===== src/rtl/pio_switch_led_ctrl.sv =====
// Switch-input / LED-output Avalon-MM peripheral: per-channel sync + debounce
// lanes, maskable edge capture, and static/blink LED drive.

module pio_switch_led_ctrl_chan #(
    parameter int DEBOUNCE_CYCLES = 16,
    parameter int EDGE_MODE       = 2
) (
    input  logic clk,
    input  logic rst_n,
    input  logic pin,
    output logic level,
    output logic edge_evt
);
    localparam int CW = $clog2(DEBOUNCE_CYCLES + 1);

    logic          sync1, sync2, deb, deb_d;
    logic [CW-1:0] cnt;

    always_ff @(posedge clk or negedge rst_n) begin
        if (!rst_n) begin
            sync1 <= 1'b0;
            sync2 <= 1'b0;
            deb   <= 1'b0;
            deb_d <= 1'b0;
            cnt   <= '0;
        end else begin
            sync1 <= pin;
            sync2 <= sync1;
            deb_d <= deb;
            // Counter only runs while the synced level disagrees with the accepted one
            if (sync2 == deb) begin
                cnt <= '0;
            end else if (cnt == CW'(DEBOUNCE_CYCLES - 1)) begin
                deb <= sync2;
                cnt <= '0;
            end else begin
                cnt <= cnt + 1'b1;
            end
        end
    end

    logic rise, fall;
    assign rise     = deb & ~deb_d;
    assign fall     = ~deb & deb_d;
    assign level    = deb;
    assign edge_evt = (EDGE_MODE == 0) ? rise :
                      (EDGE_MODE == 1) ? fall : (rise | fall);
endmodule

module pio_switch_led_ctrl #(
    parameter int CHANNELS        = 4,
    parameter int DEBOUNCE_CYCLES = 16,
    parameter int BLINK_DIV       = 25000000,
    parameter int EDGE_MODE       = 2
) (
    input  logic                clk_clk,
    input  logic                reset_reset_n,
    input  logic [CHANNELS-1:0] switches_export,
    output logic [CHANNELS-1:0] leds_export,
    input  logic [2:0]          avs_address,
    input  logic                avs_read,
    input  logic                avs_write,
    input  logic [31:0]         avs_writedata,
    output logic [31:0]         avs_readdata,
    output logic                irq
);
    localparam int BW = (BLINK_DIV > 1) ? $clog2(BLINK_DIV) : 1;

    logic [CHANNELS-1:0] level, edge_evt;
    logic [CHANNELS-1:0] edge_r, mask_r, led_r, mode_r;
    logic [CHANNELS-1:0] wdata, edge_clr, rmux;
    logic [31:0]         rd_next;
    logic [BW-1:0]       blink_cnt;
    logic                phase;
    logic                unused_wdata;

    for (genvar i = 0; i < CHANNELS; i++) begin : g_chan
        pio_switch_led_ctrl_chan #(
            .DEBOUNCE_CYCLES(DEBOUNCE_CYCLES),
            .EDGE_MODE      (EDGE_MODE)
        ) u_chan (
            .clk     (clk_clk),
            .rst_n   (reset_reset_n),
            .pin     (switches_export[i]),
            .level   (level[i]),
            .edge_evt(edge_evt[i])
        );
    end

    assign wdata        = avs_writedata[CHANNELS-1:0];
    assign unused_wdata = ^avs_writedata;
    assign edge_clr     = (avs_write && avs_address == 3'd1) ? wdata : '0;
    assign irq          = |(edge_r & mask_r);

    always_comb begin
        rmux = '0;
        case (avs_address)
            3'd0:    rmux = level;
            3'd1:    rmux = edge_r;
            3'd2:    rmux = mask_r;
            3'd3:    rmux = led_r;
            3'd4:    rmux = mode_r;
            default: rmux = '0;
        endcase
        rd_next                 = '0;
        rd_next[CHANNELS-1:0]   = rmux;
    end

    always_ff @(posedge clk_clk or negedge reset_reset_n) begin
        if (!reset_reset_n) begin
            edge_r       <= '0;
            mask_r       <= '0;
            led_r        <= '0;
            mode_r       <= '0;
            avs_readdata <= '0;
            leds_export  <= '0;
            blink_cnt    <= '0;
            phase        <= 1'b0;
        end else begin
            // A new edge wins over a simultaneous write-1-to-clear
            edge_r <= (edge_r & ~edge_clr) | edge_evt;
            if (avs_write) begin
                case (avs_address)
                    3'd2:    mask_r <= wdata;
                    3'd3:    led_r  <= wdata;
                    3'd4:    mode_r <= wdata;
                    default: ;
                endcase
            end
            if (avs_read)
                avs_readdata <= rd_next;
            if (blink_cnt == BW'(BLINK_DIV - 1)) begin
                blink_cnt <= '0;
                phase     <= ~phase;
            end else begin
                blink_cnt <= blink_cnt + 1'b1;
            end
            leds_export <= led_r & (~mode_r | {CHANNELS{phase}});
        end
    end
endmodule


===== config.mk =====
export PLATFORM = sky130hd
export DESIGN_NAME = pio_switch_led_ctrl
export DESIGN_NICKNAME = d
export VERILOG_FILES = /design/src/rtl/pio_switch_led_ctrl.sv
export SDC_FILE = /design/constraint.sdc
export NUM_CORES = 1
export LEC_CHECK = 0
export ABC_AREA = 1
export CORE_AREA = 3 3 108 120
export DETAILED_ROUTE_END_ITERATION = 8
export DIE_AREA = 0 0 111 123
export SLEW_MARGIN = 25
export SYNTH_ARGS = -nofsm -noshare
export SYNTH_HDL_FRONTEND = slang
export SYNTH_SLANG_ARGS = --single-unit

===== constraint.sdc =====
create_clock -name clk_clk -period 4.15 [get_ports clk_clk]
set_input_delay 0.83 -clock clk_clk [delete_from_list [all_inputs] [get_ports clk_clk]]
set_output_delay 0.83 -clock clk_clk [all_outputs]
set_load 0.01 [all_outputs]

Layout detail:
Window x 73 to 93, y 82 to 102 µm. Cells in gray, sequential cells in the stronger gray; small squares are vias.
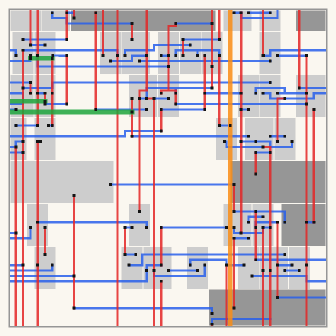
color	layer
blue	metal 1
red	metal 2
orange	metal 4
green	metal 3
sequential cells in the window	2
netlist names of flops here include	mode_r (2)
cells with their middle in the window	34
most frequent	nand2_1 (17), o21ai_0 (5), inv_1 (4)

Cell area per tile:
The die is cut into 11 by 12 equal tiles; white is low, dark blue is high, 0 to 100% covered.
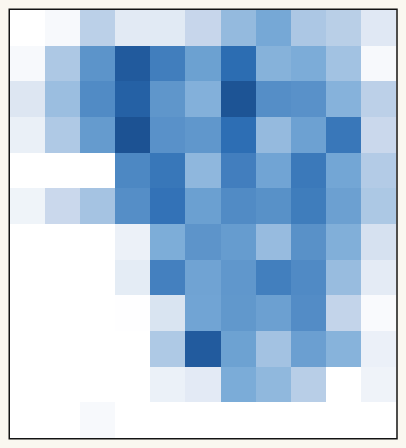
mean over tiles	33%
tiles over 75% full	4.5%
fullest tile	86%

==> run notes <==
yosys + openroad results -> status=finished clean, Peak Freq=442.9 MHz, met1 Usage GRT=15.67%, first-pass GRT wire length=13440 µm, final global-route overflow total=0, placed instance area=0.004429 mm², Die Area=0.01365 mm², clock transition at the registers of the reported paths=70 ps, total area of sequential cells=0.002152 mm², Yosys Instances=498, routed len/inst=10.82 µm, Rows=42, total setup buffers inserted after CTS=0, Combinational Area=0.001642 mm², Max Fanout on Critical Path=3, WHS Path Cells=0, r2r setup slk=2530 ps, Fill cells=1207, Synth cell types=25, Synth Cell Area=0.004121 mm², R2R depth=8, ys flops=86, Worst Skew=6.052 ps, Post-synth EDFFs=0, clk root buf=clkbuf_16, worst hold path startpoint=g_chan[3].u_chan.sync1, Setup violations, final=0, CTS tree=built, worst path required time=3320 ps, vias in the first global route=2953, Latency at later pin=340 ps, DRC viols=0, Tcrit/Tclk final=54.41%, total negative slack=0 ps, PortBufs=23, # H-tree levels=3, total track usage=12.01%, Fin. Hold Viols=0, top cells by count=142 x nand2_1, 86 x dfrtp_1, 73 x nor2_1, reg2reg start=blink_cnt[0], top cells, area=dfrtp_1 52%, nand2_1 13%, nor2_1 6.6%, YS chip area=0.004121 mm², number of top-level pins=80, FP Util=34.55%, Tool Warnings=54, post-synth top area cell=dfrtp_1, WHS Endpoint=g_chan[3].u_chan.sync2, pin slew with the least headroom to its limit=825.6 ps, GRT busiest layer=met2, Final Routed Wirelength=7468 µm, CTS Buffer Depth=2, layout cells sized above 1=4.291%, total number of vias=3044, Post-synth seq share=52.22%, largest net degree at the start of global routing=68, Final Cell Area=0.004705 mm², Post-DP HPWL=5541 µm, Diodes inserted=0, Critical Path End Type=primary output, antenna violations before repair=0, Cells after Synth=498, count leader, synth=nand2_1, clock sinks=86, Util after Layout=39.44%, Final Wtd Congestion=0.8993, Slew HR=44.96%, Slew Viols, Final=0, reg2reg end=blink_cnt[19], Die X=111 µm, Synth async-reset ratio=100.0%, Setup CP Type=reg2out, pwr dens=388.7 mW/mm², Vias/cell=4.412, Routed Antenna Nets=0, Initial DRC Count=222, RSZ-0062 raised after global routing=false, met3 usage=2.545%, Num CTS Buffers=9, CP arrival=1430 ps, P&R area growth vs syn=14.15%, Yosys warning count=0, worst hold path type=reg2reg, Avg Cell Area, Syn=8.276 µm², Post-CTS Hold Buffers=0, Die Ht=123 µm, GR Layer Usage met2=19.35%, Core ar.=0.01193 mm², Final nets=579, cell leakage power=0.002305 µW
-- per-stage QoR --
step	power, µW	cells	setup WS [ps]
2_1_floorplan	1038	525	2551
5_1_grt	1920	690	1805
6_report	1829	690	1892
3_3_place_gp	1101	674	1903
3_5_place_dp	1106	674	1875
4_1_cts	1855	690	1867
-- worst max-delay path, cell delays in order (launching register included) --
cell and delay (ps):
dfrtp_1 380, nand2_1 60, nand4_1 100, clkdlybuf4s50_1 550
-- how the worst max path moves through the flow --
stage	to	slack (ps)	depth (start not counted)
2_1_floorplan	mode_r[0]	2550	6
3_3_place_gp	mode_r[2]	1900	6
3_5_place_dp	mask_r[1]	1870	5
4_1_cts	irq	1870	3
5_1_grt	irq	1810	3
6_report	irq	1890	3
-- sequential cells by signal (all words and copies together) (netlist names) --
register             count
g_chan.u_chan.sync2      4
g_chan.u_chan.cnt       20
leds_export              4
g_chan.u_chan.level      4
blink_cnt               25
mode_r                   4
led_r                    4
avs_readdata             4
edge_r                   4
mask_r                   4
g_chan.u_chan.sync1      4
g_chan.u_chan.deb_d      4
phase                    1
-- cells in the final DEF (no fill, tap or decap), drive strengths merged --
| master | netlist | routed |
|---|---|---|
| nand2 | 143 | 143 |
| dfrtp | 86 | 86 |
| nor2 | 75 | 75 |
| inv | 54 | 55 |
| conb | 1 | 28 |
| nand3 | 25 | 25 |
| o21ai | 24 | 24 |
| clkdlybuf4s50 | 0 | 22 |
| xor2 | 15 | 15 |
| xnor2 | 11 | 11 |
| nor3 | 11 | 11 |
| clkbuf | 0 | 10 |
| a21oi | 6 | 6 |
| ha | 5 | 5 |
| and3 | 4 | 4 |
| nand4 | 4 | 4 |
| clkinv | 1 | 4 |
| nand3b | 2 | 2 |
| a21boi | 2 | 2 |
| clkinvlp | 0 | 2 |
| buf | 29 | 2 |
-- report_power, final --
| part | internal [µW] | switching, µW | total (µW) |
|---|---|---|---|
| logic | 70.0 | 89.7 | 160 |
| registers | 894 | 34.3 | 928 |
| clock network | 409 | 332 | 741 |
| total | 1370 | 456 | 1830 |
-- logic make-up (layout without fill, tap and decap cells) --
family                     count (synthesis)  count (layout)  share of synthesized area, %
buffers and inverters                     84              95                         10.41
AOI/OAI and AO/OA                         32              32                         4.007
other                                      1              28                       0.09099
adders and majority gates                  5               5                         1.518
DFF                                       86              86                         52.22
and+or+nand+nor                          264             264                         26.23
xor gates and xnor gates                  26              26                         5.525
-- layer usage --
metal,routed length (µm),vias up
li1,-,1562
met1,3586,1409
met2,3428,62
met3,328,11
met4,125,0
met5,0,-
-- layout make-up --
cell class | instances | share of cell area (%)
Clock buffer | 10 | 4.867
Clock inverter | 6 | 0.9840
Inverter | 55 | 4.415
Multi-Input combinational cell | 355 | 34.89
Sequential cell | 86 | 45.74
Tap cell | 154 | 4.096
Timing Repair Buffer | 24 | 5.000
Power is estimated from default activity; no workload was simulated.
